<file path="config.mk">
export PLATFORM = sky130hd
export DESIGN_NAME = reset_sequencer
export DESIGN_NICKNAME = d
export VERILOG_FILES = /design/src/rtl/reset_seq_pkg.sv /design/src/rtl/seq_timer.sv /design/src/rtl/reset_sequencer.sv
export SDC_FILE = /design/constraint.sdc
export NUM_CORES = 1
export LEC_CHECK = 0
export CELL_PAD_IN_SITES_DETAIL_PLACEMENT = 0
export CELL_PAD_IN_SITES_GLOBAL_PLACEMENT = 1
export CORE_ASPECT_RATIO = 0.7
export CORE_MARGIN = 4
export CORE_UTILIZATION = 42
export DETAILED_ROUTE_END_ITERATION = 10
export PLACE_DENSITY_LB_ADDON = 0.1
export SLEW_MARGIN = 10
export SYNTH_ARGS = -nofsm -noshare
export SYNTH_HDL_FRONTEND = slang
export SYNTH_HIERARCHICAL = 1
export SYNTH_SLANG_ARGS = --single-unit
</file>
<file path="constraint.sdc">
create_clock -name clkIn -period 3 [get_ports clkIn]
set_input_delay 0.3 -clock clkIn [delete_from_list [all_inputs] [get_ports clkIn]]
set_output_delay 0.3 -clock clkIn [all_outputs]
set_load 0.01 [all_outputs]
</file>
<file path="src/rtl/reset_seq_pkg.sv">
// Shared types and default timing for the staged reset release sequencer.
package reset_seq_pkg;

  typedef enum logic [2:0] {
    ST_HOLD    = 3'd0,
    ST_RELEASE = 3'd1,
    ST_WAIT    = 3'd2,
    ST_GAP     = 3'd3,
    ST_DONE    = 3'd4
  } seq_state_t;

  localparam int DEF_HOLD_CYCLES    = 16;
  localparam int DEF_GAP_CYCLES     = 4;
  localparam int DEF_TIMEOUT_CYCLES = 64;

  function automatic int idx_width(input int n);
    return (n > 1) ? $clog2(n) : 1;
  endfunction

endpackage

</file>
<file path="src/rtl/seq_timer.sv">
// Saturating up-counter with clear/load/enable and a terminal compare,
// time-shared by the hold, wait and gap phases of the sequencer.
module seq_timer #(
  parameter int W = 8
) (
  input  logic         clk,
  input  logic         rst_n,
  input  logic         clr,
  input  logic         load,
  input  logic         en,
  input  logic [W-1:0] load_val,
  input  logic [W-1:0] term_val,
  output logic         at_term
);

  logic [W-1:0] count;

  always_ff @(posedge clk or negedge rst_n) begin
    if (!rst_n) begin
      count <= '0;
    end else if (clr) begin
      count <= '0;
    end else if (load) begin
      count <= load_val;
    end else if (en && (count != '1)) begin
      count <= count + W'(1);
    end
  end

  assign at_term = (count >= term_val);

endmodule

</file>
<file path="src/rtl/reset_sequencer.sv">
// Releases NUM_STAGES reset domains one at a time, waiting for each
// stage's ready before the next; a soft reset restarts the sequence.
module reset_sequencer
  import reset_seq_pkg::*;
#(
  parameter int   NUM_STAGES       = 4,
  parameter int   CNT_WIDTH        = 8,
  parameter int   HOLD_CYCLES      = DEF_HOLD_CYCLES,
  parameter int   GAP_CYCLES       = DEF_GAP_CYCLES,
  parameter int   TIMEOUT_CYCLES   = DEF_TIMEOUT_CYCLES,
  parameter logic RST_OUT_POLARITY = 1'b1,
  localparam int  IDX_W            = idx_width(NUM_STAGES)
) (
  input  logic                  clkIn,
  input  logic                  rstIn,
  input  logic                  swRstReqIn,
  input  logic [NUM_STAGES-1:0] stageReadyIn,
  output logic [NUM_STAGES-1:0] rstOut,
  output logic                  seqDoneOut,
  output logic                  swRstAckOut,
  output logic [IDX_W-1:0]      activeStageOut,
  output logic [NUM_STAGES-1:0] timeoutErrOut
);

  localparam logic [CNT_WIDTH-1:0] HOLD_TERM =
    CNT_WIDTH'(HOLD_CYCLES - 1);
  localparam logic [CNT_WIDTH-1:0] TMO_TERM =
    CNT_WIDTH'(TIMEOUT_CYCLES - 1);
  localparam logic [CNT_WIDTH-1:0] GAP_TERM =
    CNT_WIDTH'((GAP_CYCLES > 0) ? GAP_CYCLES - 1 : 0);
  localparam logic [IDX_W-1:0] LAST_IDX =
    IDX_W'(NUM_STAGES - 1);
  localparam logic [NUM_STAGES-1:0] ALL_ON =
    {NUM_STAGES{RST_OUT_POLARITY}};

  seq_state_t            state;
  logic [IDX_W-1:0]      idx;
  logic [NUM_STAGES-1:0] rst_q;
  logic [NUM_STAGES-1:0] err_q;
  logic                  done_q;
  logic                  ack_q;

  logic [NUM_STAGES-1:0] sel;
  logic                  ready_now;
  logic                  last_stage;
  logic                  tmr_clr;
  logic                  tmr_load;
  logic                  tmr_en;
  logic                  at_term;
  logic [CNT_WIDTH-1:0]  term_val;

  assign sel        = NUM_STAGES'(1) << idx;
  assign ready_now  = |(stageReadyIn & sel);
  assign last_stage = (idx == LAST_IDX);

  // A zero gap still spends one edge in GAP before moving on.
  always_comb begin
    term_val = '0;
    tmr_clr  = 1'b0;
    tmr_load = 1'b0;
    tmr_en   = 1'b0;
    unique case (state)
      ST_HOLD: begin
        term_val = HOLD_TERM;
        tmr_en   = 1'b1;
      end
      ST_RELEASE: tmr_clr = 1'b1;
      ST_WAIT: begin
        term_val = TMO_TERM;
        tmr_en   = 1'b1;
        tmr_clr  = ready_now || at_term;
      end
      ST_GAP: begin
        term_val = GAP_TERM;
        tmr_en   = 1'b1;
      end
      ST_DONE: tmr_load = swRstReqIn;
      default: tmr_clr = 1'b1;
    endcase
  end

  seq_timer #(
    .W(CNT_WIDTH)
  ) u_timer (
    .clk      (clkIn),
    .rst_n    (rstIn),
    .clr      (tmr_clr),
    .load     (tmr_load),
    .en       (tmr_en),
    .load_val ('0),
    .term_val (term_val),
    .at_term  (at_term)
  );

  always_ff @(posedge clkIn or negedge rstIn) begin
    if (!rstIn) begin
      state  <= ST_HOLD;
      idx    <= '0;
      rst_q  <= ALL_ON;
      err_q  <= '0;
      done_q <= 1'b0;
      ack_q  <= 1'b0;
    end else begin
      ack_q <= 1'b0;
      unique case (state)
        ST_HOLD: begin
          if (at_term) state <= ST_RELEASE;
        end
        ST_RELEASE: begin
          rst_q <= (rst_q & ~sel) | (~ALL_ON & sel);
          state <= ST_WAIT;
        end
        ST_WAIT: begin
          if (ready_now) begin
            state <= ST_GAP;
          end else if (at_term) begin
            err_q <= err_q | sel;
            state <= ST_GAP;
          end
        end
        ST_GAP: begin
          if (at_term) begin
            if (last_stage) begin
              state <= ST_DONE;
            end else begin
              idx   <= idx + IDX_W'(1);
              state <= ST_RELEASE;
            end
          end
        end
        ST_DONE: begin
          if (swRstReqIn) begin
            rst_q  <= ALL_ON;
            done_q <= 1'b0;
            ack_q  <= 1'b1;
            idx    <= '0;
            state  <= ST_HOLD;
          end else begin
            rst_q  <= ~ALL_ON;
            done_q <= 1'b1;
          end
        end
        default: state <= ST_HOLD;
      endcase
    end
  end

  assign rstOut         = rst_q;
  assign seqDoneOut     = done_q;
  assign swRstAckOut    = ack_q;
  assign activeStageOut = idx;
  assign timeoutErrOut  = err_q;

endmodule

</file>
port_nets.png
(6 px per um)
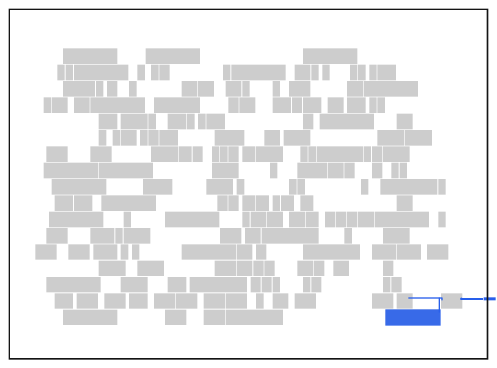
- seqDoneOut: blue (direction output; end cells 1; buffers 1; wire 11.9 um)
number of I/O pins: 19
PortBufs: 18

metal_stack.png
(4 px per um) Only two layers are drawn.
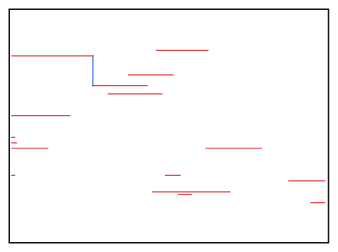
- met4: blue (wire length 7.50 um)
- met3: red (wire length 150 um)
All-Layer GR Usage: 0.164
Vias: 1,195
Routed WL per cell: 14.5 um
overall routed net length: 3.39 mm

wire_density.png
(4 px per um) The die is cut into 16 by 12 equal tiles; dark blue is low, red is high, scaled to the fullest tile. Values are wire area over tile area, all layers added.
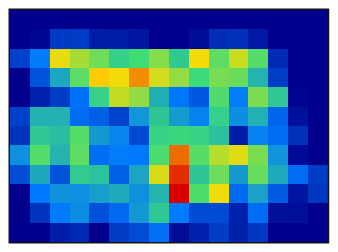
- nearly empty tiles: 22%
- emptiest ninth of the die: upper right
- mean over tiles: 0.11

registers.png
(8 px per um) Other sequential cells in the stronger grey, the rest of the logic in the fainter grey.
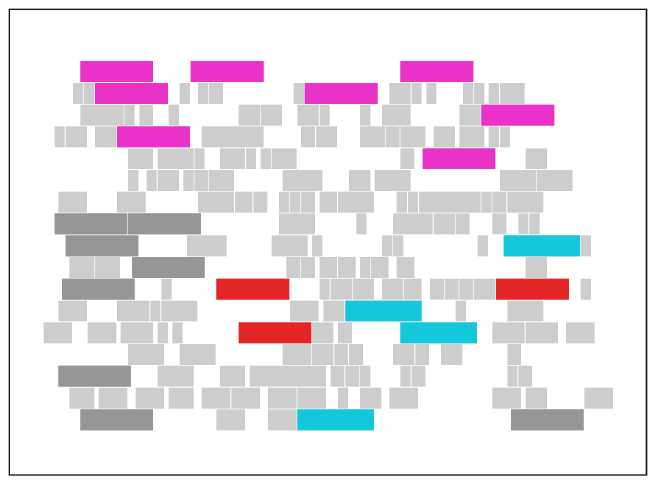
- state: red (placed flops 3)
- rstOut: cyan (placed flops 4)
- u_timer/count: magenta (placed flops 8)
- not coloured: 8
register area: 581 um2
flop share of the area: 0.316
Finished Core Util: 0.557
Seq. pwr: 434 uW

==> run_results.csv <==
group,metric,value,unit
status,status,"completed",
synth,top_area_frac,0.317,
floorplan,row_count,17,
critical_path,critPathMaxFanout,9,
clocking,cts_buffers,3,
final_layout,syn_to_final_growth,22.2,%
floorplan,die_area,4610,um2
synth,ys_async_sr_fraction,1.00,
routing,drt-initial-drc-count,48,
min_path,min_path_type,"flip-flop to flip-flop",
synth,netlist_area,1500,um2
synth,edf_count,0,
critical_path,cp-start-kind,"flip-flop",
pwr,p_total,1200,uW
pwr,power_density,652,nW/um2
clocking,post-cts-setup-buffers,0,
routing,drc,0,
global_route,grt_max_degree,23,
clocking,cts_buffer_depth,2,
critical_path,worst_r2r_path_depth,10,
place,place.detailed.instances,229,
routing,avgViaCountPerCell,5.13,
synth,ys_chip_area,1500,um2
final_timing,rsz0062_at_grt,"false",
clocking,cts_tree,"yes",
synth,synthTopCellsByArea,"dfrtp_1, ha_1, dfstp_2, nor2_1, a21oi_1",
final_timing,period_used_share,0.923,
critical_path,r2r-start,"state[2]",
clocking,cts_resized,0,
global_route,antenna_found_initial,0,
critical_path,required,3.15,ns
critical_path,path_class,"flip-flop to flip-flop",
clocking,htreeDepth,1,
final_layout,drive_above_1_share,0.156,
synth,ys_types,45,
critical_path,worstSetupStartpoint,"state[2]",
final_timing,worstMarginPinSlew,1.01,ns
job,warnings,29,
final_layout,fin_cells,233,
clocking,clock_latency,0.27,ns
pwr,worst_ir_drop_vdd,0.340,mV
final_timing,fmax,0.361,GHz
critical_path,end_kind,"flip-flop",
floorplan,dieHeight,58.0,um
==> layout by cell type (no fill, tap or decap), drive strengths merged, types with 5 or more instances in the layout <==
cell and count:
a21oi 11, buf 5, clkdlybuf4s50 18, conb 10, dfrtp 19, ha 13
inv 14, nand2 6, nand3 5, nand3b 6, nor2 19, nor3 7
==> final cells by class <==
class	instances	area [um2]
Fill cell	307	1460
Inverter	14	52.6
Sequential cell	23	581
Tap cell	47	58.8
Multi-Input combinational cell	122	881
Timing Repair Buffer	23	218
Clock buffer	4	45.0
==> worst max-delay path by stage <==
stage | endpoint | slack [ns]
final | activeStageOut[1] | 0.23
after global routing | activeStageOut[1] | 0.005
after CTS | activeStageOut[1] | 0.24
after detailed placement | activeStageOut[1] | 0.26
after global placement | activeStageOut[1] | 0.42
after floorplan | activeStageOut[0] | 0.56
==> routing by layer <==
metal | vias up | track usage | wire length, um
met5 | - | 0 | 0
met4 | 0 | 0.0147 | 7
met3 | 2 | 0.0373 | 149
met2 | 25 | 0.231 | 1410
met1 | 555 | 0.261 | 1820
li1 | 613 | - | -
==> state kept, by name, summed over array words and instances (netlist names) <==
register	count
swRstAckOut	1
timeoutErrOut	4
activeStageOut	2
state	3
rstOut	4
seqDoneOut	1
u_timer/count	8
==> per-stage QoR <==
step           hold slack [ns]  setup slack, ns  utilization  instance area (um2)
6_report                 0.475            0.232        0.557                 1840
5_1_grt                  0.499          0.00501        0.557                 1840
4_1_cts                  0.483            0.241        0.556                 1830
3_5_place_dp             0.463            0.260        0.542                 1790
3_3_place_gp             0.454            0.424        0.542                 1790
2_1_floorplan          0.00441            0.564            -                 1540
==> power breakdown <==
part / total [uW] / internal, uW / switching [uW]
clock network: 195 / 94.8 / 100
registers: 434 / 367 / 67.4
logic: 567 / 261 / 306
==> kinds of logic (layout without fill, tap and decap cells) <==
kind of cell               count (synthesis)  after routing  synth area share
buffers and inverters                     19             41            0.0508
other                                      1             10           0.00250
adders and majority gates                 13             13             0.108
AOI/OAI and AO/OA                         40             40             0.207
DFF                                       23             23             0.387
xor gates and xnor gates                   2              2            0.0117
muxes                                      3              3            0.0217
and+or+nand+nor                           54             54             0.211
==> worst max-delay path: stages, from the launching register on <==
cell and delay [ns]:
dfrtp_1 0.49, a21oi_1 0.23, inv_1 0.07, ha_1 0.27
nand2_1 0.04, o21ai_0 0.16, a31oi_1 0.12, o21ai_0 0.45
nand3_1 0.21, nor3_2 0.23, mux2_2 0.37
No activity file was given, so power comes from the tool's default toggle rates.
